<file path="config.mk">
export PLATFORM = sky130hd
export DESIGN_NAME = mantissa_divsqrt_flat
export DESIGN_NICKNAME = d
export VERILOG_FILES = /design/src/rtl/mantissa_divsqrt_if.sv /design/src/rtl/mantissa_divsqrt.sv /design/src/flat_wrapper.sv
export SDC_FILE = /design/constraint.sdc
export NUM_CORES = 1
export LEC_CHECK = 0
export CAP_MARGIN = 25
export CORE_UTILIZATION = 60
export CTS_CLUSTER_DIAMETER = 50
export DETAILED_ROUTE_END_ITERATION = 10
export PLACE_DENSITY = 0.82
export SLEW_MARGIN = 10
export SYNTH_ARGS = -nofsm -noshare
export SYNTH_HDL_FRONTEND = slang
export SYNTH_SLANG_ARGS = --single-unit
</file>
<file path="constraint.sdc">
create_clock -name clk -period 5.25 [get_ports clk]
set_input_delay 1.3125 -clock clk [delete_from_list [all_inputs] [get_ports clk]]
set_output_delay 1.3125 -clock clk [all_outputs]
set_load 0.02 [all_outputs]
</file>
<file path="src/rtl/mantissa_divsqrt_if.sv">
// Request/result bundle between the FP divide/sqrt control and the mantissa datapath.
// The master issues start/op/operands; the slave (the datapath) returns status and the result.
interface mantissa_divsqrt_if #(
  parameter int MWIDTH = 24
);
  logic              start;
  logic [1:0]        op;
  logic [MWIDTH-1:0] m1;
  logic [MWIDTH-1:0] m2;
  logic              shift;
  logic              busy;
  logic              done;
  logic [MWIDTH-1:0] q;
  logic              decrement;
  logic              sticky;
  logic              err;

  modport master (
    output start, op, m1, m2, shift,
    input  busy, done, q, decrement, sticky, err
  );

  modport slave (
    input  start, op, m1, m2, shift,
    output busy, done, q, decrement, sticky, err
  );
endinterface

</file>
<file path="src/rtl/mantissa_divsqrt.sv">
// Iterative radix-2 restoring mantissa divider / square-rooter, one result bit per cycle.
// Optional MANT_DIVSQRT_EARLY_EXIT_EN: finish as soon as the remaining result bits are known zero.
module mantissa_divsqrt #(
  parameter int MWIDTH = 24
) (
  input  logic              clk,
  input  logic              reset_n,
  mantissa_divsqrt_if.slave bus
);
  localparam int RW = MWIDTH + 3;       // partial remainder width
  localparam int NW = 2 * MWIDTH + 2;   // radicand bits fed two per sqrt step
  localparam int CW = $clog2(MWIDTH + 2);

  typedef enum logic [1:0] {IDLE, RUN, DONE} state_e;

  state_e            state_q;
  logic              op_sqrt_q;
  logic              err_pend_q;
  logic [MWIDTH-1:0] b_q;
  logic [RW-1:0]     rem_q;
  logic [NW-1:0]     n_q;
  logic [MWIDTH:0]   qr_q;
  logic [CW-1:0]     cnt_q;
  logic              busy_q, done_q, dec_q, sticky_q, err_q;
  logic [MWIDTH-1:0] res_q;

  logic              illegal;
  logic              step_ge;
  logic [RW-1:0]     rem_d;
  logic [NW-1:0]     n_d;
  logic [MWIDTH:0]   qr_d;
  logic [RW+1:0]     sq_cur;
  logic [RW+1:0]     sq_trial;

  assign illegal  = bus.op[1] | (~bus.op[0] & ~bus.m2[MWIDTH-1]);
  assign sq_cur   = {rem_q, n_q[NW-1 -: 2]};
  assign sq_trial = {2'b00, qr_q, 2'b01};

  // One restoring step; the sqrt difference always fits RW bits, so it is taken modulo 2^RW.
  always_comb begin
    step_ge = 1'b0;
    rem_d   = '0;
    n_d     = n_q << 2;
    if (op_sqrt_q) begin
      step_ge = (sq_cur >= sq_trial);
      rem_d   = step_ge ? (sq_cur[RW-1:0] - sq_trial[RW-1:0]) : sq_cur[RW-1:0];
    end else begin
      step_ge = (rem_q >= {3'b000, b_q});
      rem_d   = step_ge ? ((rem_q - {3'b000, b_q}) << 1) : (rem_q << 1);
    end
    qr_d = {qr_q[MWIDTH-1:0], step_ge};
  end

  always_ff @(posedge clk or negedge reset_n) begin
    if (!reset_n) begin
      state_q    <= IDLE;
      op_sqrt_q  <= 1'b0;
      err_pend_q <= 1'b0;
      b_q        <= '0;
      rem_q      <= '0;
      n_q        <= '0;
      qr_q       <= '0;
      cnt_q      <= '0;
      busy_q     <= 1'b0;
      done_q     <= 1'b0;
      res_q      <= '0;
      dec_q      <= 1'b0;
      sticky_q   <= 1'b0;
      err_q      <= 1'b0;
    end else begin
      case (state_q)
        IDLE: begin
          if (bus.start) begin
            state_q    <= RUN;
            busy_q     <= 1'b1;
            op_sqrt_q  <= ~bus.op[1] & bus.op[0];
            err_pend_q <= illegal;
            b_q        <= bus.m2;
            qr_q       <= '0;
            cnt_q      <= illegal ? '0 : CW'(MWIDTH + 1);
            rem_q      <= bus.op[0] ? '0 : {3'b000, bus.m1};
            n_q        <= bus.shift ? {bus.m1, 1'b0, {(MWIDTH+1){1'b0}}}
                                    : {1'b0, bus.m1, {(MWIDTH+1){1'b0}}};
            res_q      <= '0;
            dec_q      <= 1'b0;
            sticky_q   <= 1'b0;
            err_q      <= 1'b0;
          end
        end
        RUN: begin
          if (cnt_q != '0) begin
            cnt_q <= cnt_q - 1'b1;
            rem_q <= rem_d;
            n_q   <= n_d;
            qr_q  <= qr_d;
`ifdef MANT_DIVSQRT_EARLY_EXIT_EN
            // sqrt may only stop once the unconsumed radicand bits are zero as well
            if (rem_d == '0 && (!op_sqrt_q || n_d == '0)) begin
              qr_q  <= qr_d << (cnt_q - 1'b1);
              cnt_q <= '0;
            end
`endif
          end else begin
            state_q <= DONE;
            busy_q  <= 1'b0;
            done_q  <= 1'b1;
            if (err_pend_q) begin
              res_q    <= '0;
              dec_q    <= 1'b0;
              sticky_q <= 1'b0;
              err_q    <= 1'b1;
            end else if (!op_sqrt_q && !qr_q[MWIDTH]) begin
              res_q    <= qr_q[MWIDTH-1:0];
              dec_q    <= 1'b1;
              sticky_q <= |rem_q;
            end else begin
              res_q    <= qr_q[MWIDTH:1];
              dec_q    <= 1'b0;
              sticky_q <= qr_q[0] | (|rem_q);
            end
          end
        end
        DONE: begin
          done_q  <= 1'b0;
          state_q <= IDLE;
        end
        default: state_q <= IDLE;
      endcase
    end
  end

  assign bus.busy      = busy_q;
  assign bus.done      = done_q;
  assign bus.q         = res_q;
  assign bus.decrement = dec_q;
  assign bus.sticky    = sticky_q;
  assign bus.err       = err_q;
endmodule

</file>
<file path="src/flat_wrapper.sv">
// flat-port wrapper written by rule: the top's interface ports become plain ports
module mantissa_divsqrt_flat 
#(
  parameter int MWIDTH = 24
)
  (clk, reset_n, bus_start, bus_op, bus_m1, bus_m2, bus_shift, bus_busy, bus_done, bus_q, bus_decrement, bus_sticky, bus_err);
  mantissa_divsqrt_if #(.MWIDTH(MWIDTH)) bus_i ();
  input  logic clk;
  input  logic reset_n;
  input wire logic [$bits(bus_i.start)-1:0] bus_start;
  input wire logic [$bits(bus_i.op)-1:0] bus_op;
  input wire logic [$bits(bus_i.m1)-1:0] bus_m1;
  input wire logic [$bits(bus_i.m2)-1:0] bus_m2;
  input wire logic [$bits(bus_i.shift)-1:0] bus_shift;
  output wire logic [$bits(bus_i.busy)-1:0] bus_busy;
  output wire logic [$bits(bus_i.done)-1:0] bus_done;
  output wire logic [$bits(bus_i.q)-1:0] bus_q;
  output wire logic [$bits(bus_i.decrement)-1:0] bus_decrement;
  output wire logic [$bits(bus_i.sticky)-1:0] bus_sticky;
  output wire logic [$bits(bus_i.err)-1:0] bus_err;
  assign bus_i.start = bus_start;
  assign bus_i.op = bus_op;
  assign bus_i.m1 = bus_m1;
  assign bus_i.m2 = bus_m2;
  assign bus_i.shift = bus_shift;
  assign bus_busy = bus_i.busy;
  assign bus_done = bus_i.done;
  assign bus_q = bus_i.q;
  assign bus_decrement = bus_i.decrement;
  assign bus_sticky = bus_i.sticky;
  assign bus_err = bus_i.err;
  mantissa_divsqrt #(.MWIDTH(MWIDTH)) u_core (.clk(clk), .reset_n(reset_n), .bus(bus_i));
endmodule
</file>
==> results.toml, run 1 <==
# synthesis and place-and-route metrics
[setup_path]
endpoint = "u_core.rem_q[25]"
crit_slowest_cell = "a211oi_1"
crit_required_ps = 5520
path_max_fanout = 4
worstRegToRegCells = 12
path_class = "reg -> reg"
worstPathCellList = "inv_1, ha_1, inv_1, fa_1, a211oi_1, o21ai_1, a211oi_2, o41ai_2, a221o_1, a211oi_1, xnor2_1, o221ai_1"

[global_routing]
grt_max_degree = 100
antenna_found_initial = 0
overflow = 0

[yosys]
common_cells = "nand2_1, dfrtp_1, a21oi_1"
yosysSeqAreaShare = 0.360
syn_inst = 1195
ff_type = "dfrtp_1"

[floorplan]
core_area_sq_mm = 0.0158
chipArea_sq_mm = 0.0166

[clocking]
cts.htree.levels = 4

[detailed_routing]
dr.pass1.iters = 5
drc = 0

[timing]
slew_viol_final = 0
setup_ws_ps = 1780
fmax_mhz = 288
rsz0062_at_grt = "no"
hold_ws_ps = 476

[layout]
stdcell_count = 1469
design_area_sq_mm = 0.0112
syn_to_final_growth_pct = 15.7
nets = 1349

[status]
outcome = "complete, no violations"

[placed_design]
dpl.cell_count = 1436
## run 1: worst min-delay path by stage
stage / end / slack, ps / start / depth (start not counted)
final: u_core.bus.q[1] / 480 / u_core.bus.q[1] / 2
after detailed placement: u_core.bus.q[1] / 470 / u_core.bus.q[1] / 2
after CTS: u_core.bus.q[1] / 480 / u_core.bus.q[1] / 2
after global placement: u_core.bus.q[21] / 460 / u_core.bus.q[21] / 2
after floorplan: u_core.n_q[47] / 450 / u_core.n_q[47] / 2
after global routing: u_core.bus.q[5] / 500 / u_core.bus.q[5] / 2
## run 1: sequential cells by signal, indices dropped and copies added (netlist names)
name / flops
u_core.bus.err: 1
u_core.bus.busy: 1
u_core.n_q: 25
u_core.bus.done: 1
u_core.bus.sticky: 1
u_core.bus.q: 24
u_core.op_sqrt_q: 1
u_core.cnt_q: 5
u_core.err_pend_q: 1
u_core.state_q: 2
u_core.b_q: 24
u_core.rem_q: 27
u_core.qr_q: 25
u_core.bus.decrement: 1
## run 1: area by class of cell
class                      count  area (sq um)  share of cell area
clock inverter                 8          92.6             0.00828
inverter                      72           270              0.0242
tap                          216           270              0.0242
clock buffer                  23           478              0.0428
multi-input combinational    915          5640               0.505
sequential                   139          3480               0.311
timing repair buffer          96           947              0.0847
## run 1: metal layers
layer,global-route usage,wire (microns),vias up
met3,0.0420,1840,75
met5,0,0,-
met2,0.535,12300,388
met1,0.438,11000,4244
li1,-,-,4347
met4,0.164,1040,0
## run 1: critical path, delay by kind of cell (launching register included)
family                   cells  cell delay [ps]
AND-OR/OR-AND                7             1880
adder cells (fa/ha/maj)      2              620
flip-flops                   1              440
buffers and inverters        2              220
XOR/XNOR                     1              150
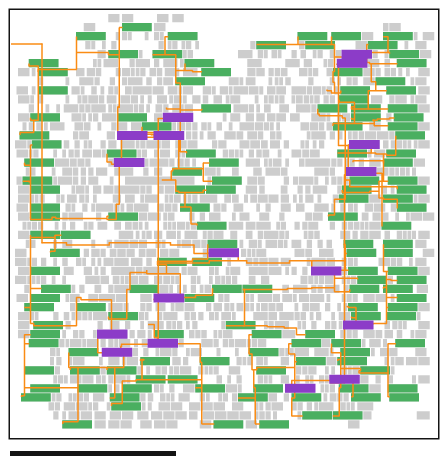
Run 1: clock network drawn from the DEF
Bar = 50 microns.
- clock wires: orange (length 1780 microns)
- flip-flops: green (count 139)
- clock drivers: purple (count 17)
- routed clock nets: 18
- flops lie: all over the die

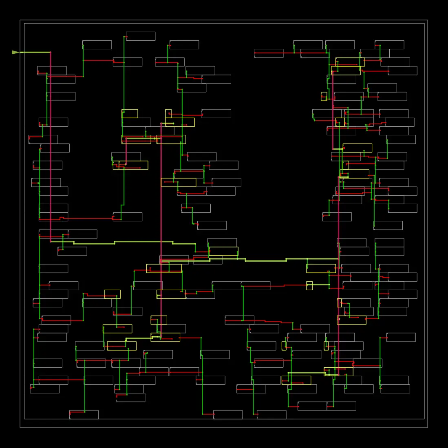
Run 1: the clock network
Late-Pin Clk Latency: 420 ps
Inserted Clock Buffers: 17
number of clock buffers in the layout: 23
# clock sinks: 139
Worst Skew: 7.11 ps

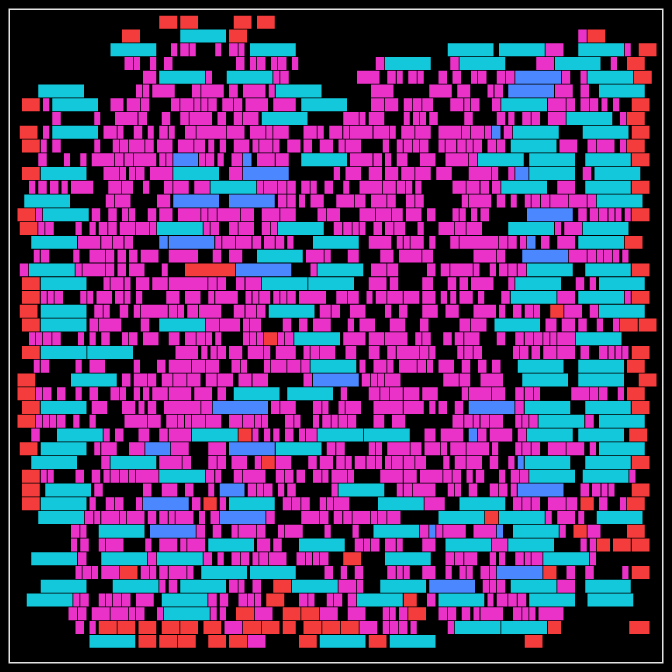
Run 1: placed cells, one color a class
- combinational and other logic: magenta (cells 987; share of their area 54%)
- clock drivers and dummy loads: blue (cells 31; share of their area 5.2%)
- flops: cyan (cells 139; share of their area 32%)
- other buffers and delay cells: red (cells 96; share of their area 8.7%)

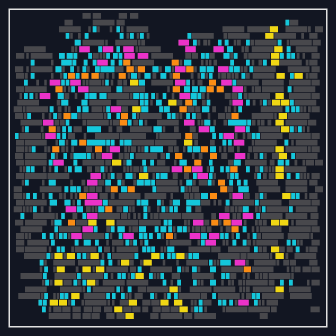
Run 1: logic cells by family
- adder and majority cells: magenta (cells 54)
- multiplexers: yellow (cells 54; where all over the die)
- XOR/XNOR gates: orange (cells 45)
- inverting AOI/OAI gates: cyan (cells 373; where all over the die)

Run 1, sequential cells grouped by signal name:
Other sequential cells in the stronger gray, the rest of the logic in the fainter gray.
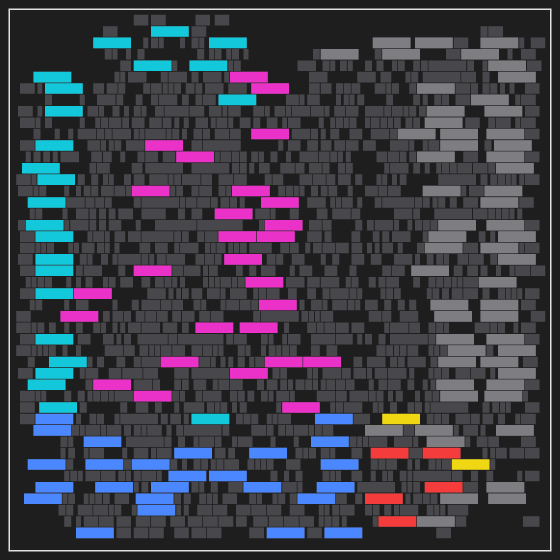

==> inputs of run 2 (changes only) <==
--- a/config.mk
+++ b/config.mk
@@ -6,10 +6,10 @@
 export NUM_CORES = 1
 export LEC_CHECK = 0
 export CAP_MARGIN = 25
-export CORE_UTILIZATION = 60
+export CORE_UTILIZATION = 59
 export CTS_CLUSTER_DIAMETER = 50
 export DETAILED_ROUTE_END_ITERATION = 10
-export PLACE_DENSITY = 0.82
+export PLACE_DENSITY = 0.81
 export SLEW_MARGIN = 10
 export SYNTH_ARGS = -nofsm -noshare
 export SYNTH_HDL_FRONTEND = slang
==> constraint.sdc (replaced) <==
create_clock -name clk -period 3.33 [get_ports clk]
set_input_delay 0.8325 -clock clk [delete_from_list [all_inputs] [get_ports clk]]
set_output_delay 0.8325 -clock clk [all_outputs]
set_load 0.02 [all_outputs]
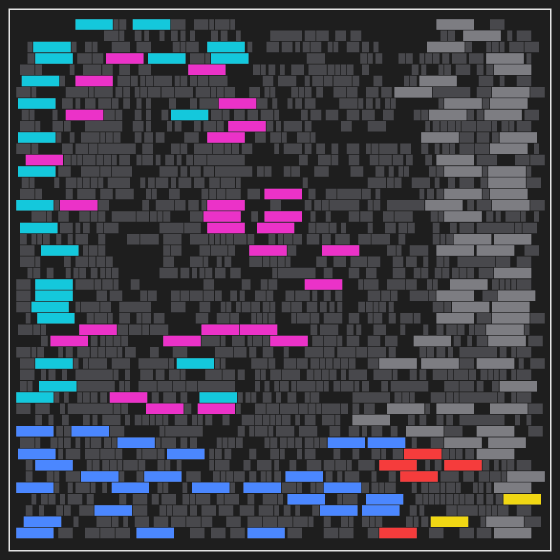
Run 2: sequential cells grouped by signal name
Other sequential cells in the stronger gray, the rest of the logic in the fainter gray.
- `u_core.state_q`: yellow (sequential cells 2)
- `u_core.n_q`: blue (sequential cells 25)
- `u_core.rem_q`: magenta (sequential cells 27)
- `u_core.b_q`: cyan (sequential cells 24)
- `u_core.cnt_q`: red (sequential cells 5; where south-east)
- not colored: 56

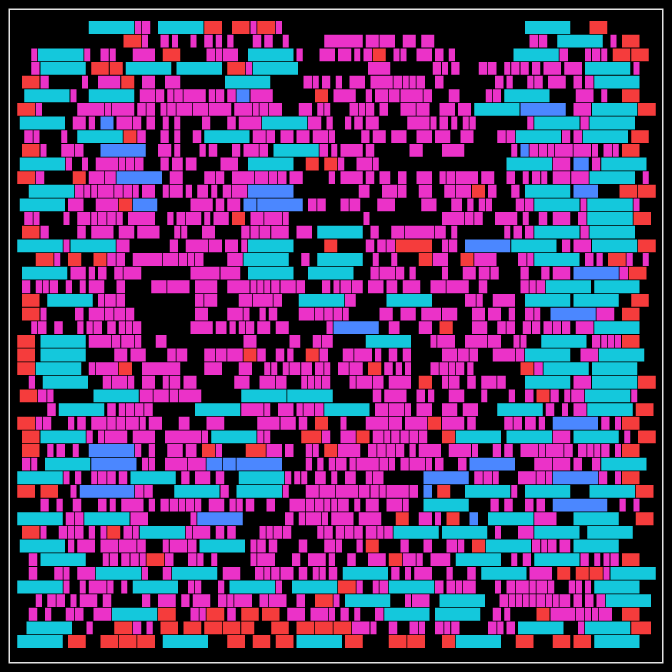
Run 2: placed cells, one color a class
- combinational and other logic: magenta (cells 987; share of their area 53%)
- flops: cyan (cells 139; share of their area 31%)
- other buffers and delay cells: red (cells 128; share of their area 11%)
- clock drivers and dummy loads: blue (cells 30; share of their area 5.2%)

==> results.toml, run 2 <==
# synthesis and place-and-route metrics
[layout]
layout.area.comb_sq_mm = 0.00565
syn_to_final_growth_pct = 18.3
design_area_sq_mm = 0.0114
regArea_sq_mm = 0.00348
nFillCells = 1315
regMostFlops = "u_core.rem_q"
nets = 1381
drive_gt1_frac = 0.0779
top_regs = "u_core.rem_q: 27 flops, u_core.n_q: 25 flops, u_core.qr_q: 25 flops"
largest_register_ffs = 27
final_util = 0.717

[timing]
slew_viol_final = 0
setup_ws_ps = 126
hold_ws_ps = 359
rsz0062_at_grt = "no"
hold_viol = 0
fmax_mhz = 312
skew_ps = 10.5
fin_crit_ps = 3200

[clocking]
cts_buffers = 17
cts_resized = 0
clk_pin_slew_ps = 60
ctsHoldBuffers = 0
cts.htree.levels = 4
clkLatencyLatePin_ps = 430
cts_sinks = 139

[yosys]
yosysSeqAreaShare = 0.360
top_cell_area_share = 0.360
ff_type = "dfrtp_1"
netlist_area_sq_mm = 0.00966
mux_area_frac = 0.0562
yosysTopAreaCell = "dfrtp_1"
syn_inst = 1195
common_cells = "nand2_1, dfrtp_1, a21oi_1"
yosys_warnings = 0
edf_count = 0

[global_routing]
grt_pass1_wl_mm = 45.6
antenna_found_initial = 1
grt_max_degree = 70
overflow = 0

[flow_run]
maxCapViolCount = 0

[detailed_routing]
vias_per_cell = 6.06
wl_per_cell_microns = 18.9
dr.pass1.iters = 5
ant_nets = 0
drc = 0

[floorplan]
chipArea_sq_mm = 0.0169
fp.dieW_microns = 130
num_rows = 46
core_area_sq_mm = 0.0159
die_y_microns = 130

[setup_path]
crit_path_start_kind = "flip-flop"
crit_required_ps = 3610
cp_top_family = "AND-OR/OR-AND gates"
worst-endpoint-arrival_ps = 3480
crit_buf_inv = 2
path_max_fanout = 4
worstPathCellList = "inv_1, ha_1, inv_1, fa_1, a211oi_2, o21ai_1, a211oi_2, o41ai_2, a221o_1, a211oi_1, xnor2_1, o221ai_1"
path_class = "reg -> reg"
crit_slowest_cell = "dfrtp_1"
slowest_delay_ps = 420

[status]
outcome = "complete, no violations"
-- run 2: cell counts after synthesis --
Identical to the previous run, type by type.
-- run 2: area by class of cell --
type / instances / area share
clock buffers: 19 / 0.0396
inverters: 72 / 0.0236
clock inverters: 11 / 0.0107
repair buffers: 128 / 0.104
multi-input cells: 915 / 0.494
well taps: 216 / 0.0236
flip-flops and latches: 139 / 0.304
diodes: 1 / 0.000219
-- run 2: worst paths after layout --
| path | startpoint | endpoint | slack (ps) | cells past startpoint |
|---|---|---|---|---|
| max | u_core.rem_q[0] | u_core.rem_q[25] | 130 | 12 |
| max reg2reg | u_core.rem_q[0] | u_core.rem_q[25] | 130 | 12 |
| max in group asynchronous | reset_n | u_core.b_q[14] | 2160 | 2 |
| min | reset_n | u_core.bus.done | 360 | 1 |
| min reg2reg | u_core.bus.q[5] | u_core.bus.q[5] | 480 | 2 |
| min in group clk | u_core.bus.q[5] | u_core.bus.q[5] | 480 | 2 |
-- run 2: worst reg2reg max path: stages (launching register included) --
cell and delay (ps):
dfrtp_1 420, inv_1 120, ha_1 200, inv_1 60, fa_1 420, a211oi_2 350
o21ai_1 200, a211oi_2 290, o41ai_2 130, a221o_1 310, a211oi_1 280, xnor2_1 150
o221ai_1 120
-- run 2: metal layers --
metal / up-vias / GRT usage / share of wire
met5: - / 0 / 0.00046
met4: 2 / 0.148 / 0.037
met3: 83 / 0.0841 / 0.075
met2: 396 / 0.586 / 0.46
met1: 4216 / 0.450 / 0.42
li1: 4395 / - / -
-- run 2: through the flow --
| step | cells |
|---|---|
| 2_1_floorplan | 1195 |
| 5_1_grt | 1500 |
| 3_3_place_gp | 1468 |
| 3_5_place_dp | 1470 |
| 4_1_cts | 1500 |
| 6_report | 1501 |
Run 2, the clock network:
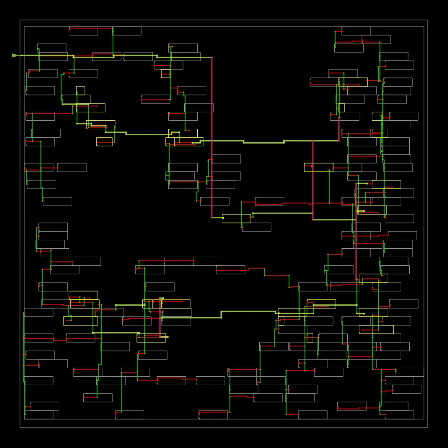

==> inputs of run 3 (changes only) <==
--- a/config.mk
+++ b/config.mk
@@ -6,10 +6,13 @@
 export NUM_CORES = 1
 export LEC_CHECK = 0
 export CAP_MARGIN = 25
-export CORE_UTILIZATION = 59
+export CELL_PAD_IN_SITES_DETAIL_PLACEMENT = 0
+export CELL_PAD_IN_SITES_GLOBAL_PLACEMENT = 1
+export CORE_UTILIZATION = 44
 export CTS_CLUSTER_DIAMETER = 50
 export DETAILED_ROUTE_END_ITERATION = 10
-export PLACE_DENSITY = 0.81
+export PLACE_DENSITY_LB_ADDON = 0.1
+export SETUP_SLACK_MARGIN = 0.02
 export SLEW_MARGIN = 10
 export SYNTH_ARGS = -nofsm -noshare
 export SYNTH_HDL_FRONTEND = slang
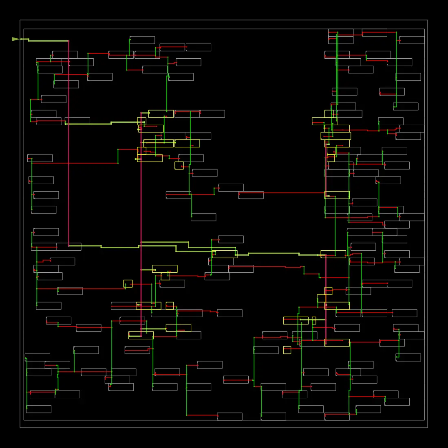
Run 3: the clock network
seq_cells: 139
Late-Pin Clk Latency: 430 ps
number of clock buffers in the layout: 18
Worst Skew: 9.11 ps

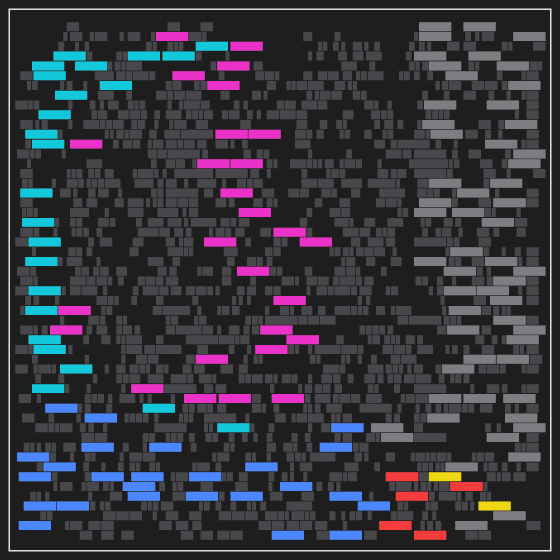
Run 3: sequential cells grouped by signal name
Other sequential cells in the stronger gray, the rest of the logic in the fainter gray.
- `u_core.b_q`: cyan (sequential cells 24)
- `u_core.state_q`: yellow (sequential cells 2)
- `u_core.n_q`: blue (sequential cells 25)
- `u_core.rem_q`: magenta (sequential cells 27)
- `u_core.cnt_q`: red (sequential cells 5; where south-east)
- not colored: 56

==> results.toml, run 3 <==
# synthesis and place-and-route metrics
[status]
outcome = "complete, no violations"

[detailed_routing]
vias_per_cell = 5.73
drc = 0
ant_nets = 0

[yosys]
mux_area_frac = 0.0562
top_cell_area_share = 0.360
ff_type = "dfrtp_1"
yosysSeqAreaShare = 0.360
common_cells = "nand2_1, dfrtp_1, a21oi_1"
yosysTopAreaCell = "dfrtp_1"
syn_inst = 1195
edf_count = 0

[flow_run]
maxCapViolCount = 0

[setup_path]
crit_required_ps = 3680
slowest_delay_ps = 540
path_max_fanout = 10
crit_buf_inv = 1
cp_top_family = "AND-OR/OR-AND gates"
crit_slowest_cell = "dfrtp_1"
path_class = "reg -> reg"

[layout]
stdcell_count = 1569
drive_gt1_frac = 0.0873
design_area_sq_mm = 0.0116
top_regs = "u_core.rem_q: 27 flops, u_core.n_q: 25 flops, u_core.qr_q: 25 flops"
final_util = 0.547

[global_routing]
grt_pass1_wl_mm = 47.8
antenna_found_initial = 0
grt_max_degree = 88

[timing]
fin_crit_ps = 3200
rsz0062_at_grt = "yes"
setup_ws_ps = 126
fmax_mhz = 312
slew_viol_final = 0

[clocking]
cts_sinks = 139
cts.htree.levels = 4
clk_pin_slew_ps = 70

[floorplan]
chipArea_sq_mm = 0.0226
die_y_microns = 150

[placed_design]
dpl.cell_count = 1532
-- run 3: cell counts after synthesis --
Identical to the previous run, type by type.
-- run 3: repair_timing --
action                                  4_1_cts  5_1_grt
hold buffers                                  0        0
buffers inserted                              0        5
resized                                       0        5
endpoints found under the setup margin        0       11
-- run 3: metal layers --
metal / up-vias / global-route usage / share of wire
li1: 4420 / - / -
met1: 4255 / 0.384 / 0.47
met2: 257 / 0.444 / 0.45
met3: 51 / 0.0355 / 0.044
met4: 0 / 0.116 / 0.035
met5: - / 0 / 0
-- run 3: kinds of logic after synthesis --
logic type,after synthesis
DFF,139
xor gates and xnor gates,45
AOI/OAI and AO/OA,398
buffers and inverters,141
and+or+nand+nor,364
muxes,54
adders and majority gates,54
-- run 3: worst paths after layout --
check	cells after the start	from	slack (ps)	end
worst max-delay path	11	u_core.rem_q[12]	130	u_core.rem_q[22]
worst min-delay path	1	reset_n	380	u_core.bus.err
worst max register to register	11	u_core.rem_q[12]	130	u_core.rem_q[22]
worst min register to register	2	u_core.bus.q[9]	480	u_core.bus.q[9]
max in group asynchronous	2	reset_n	2220	u_core.bus.q[17]
min in group clk	2	u_core.bus.q[9]	480	u_core.bus.q[9]
-- run 3: layout make-up --
class	instances	area [sq um]
clock inverter	14	160
fill	2000	9640
multi-input combinational	915	5660
sequential	139	3480
timing repair buffer	136	1300
clock buffer	18	429
inverter	72	270
tap	275	344
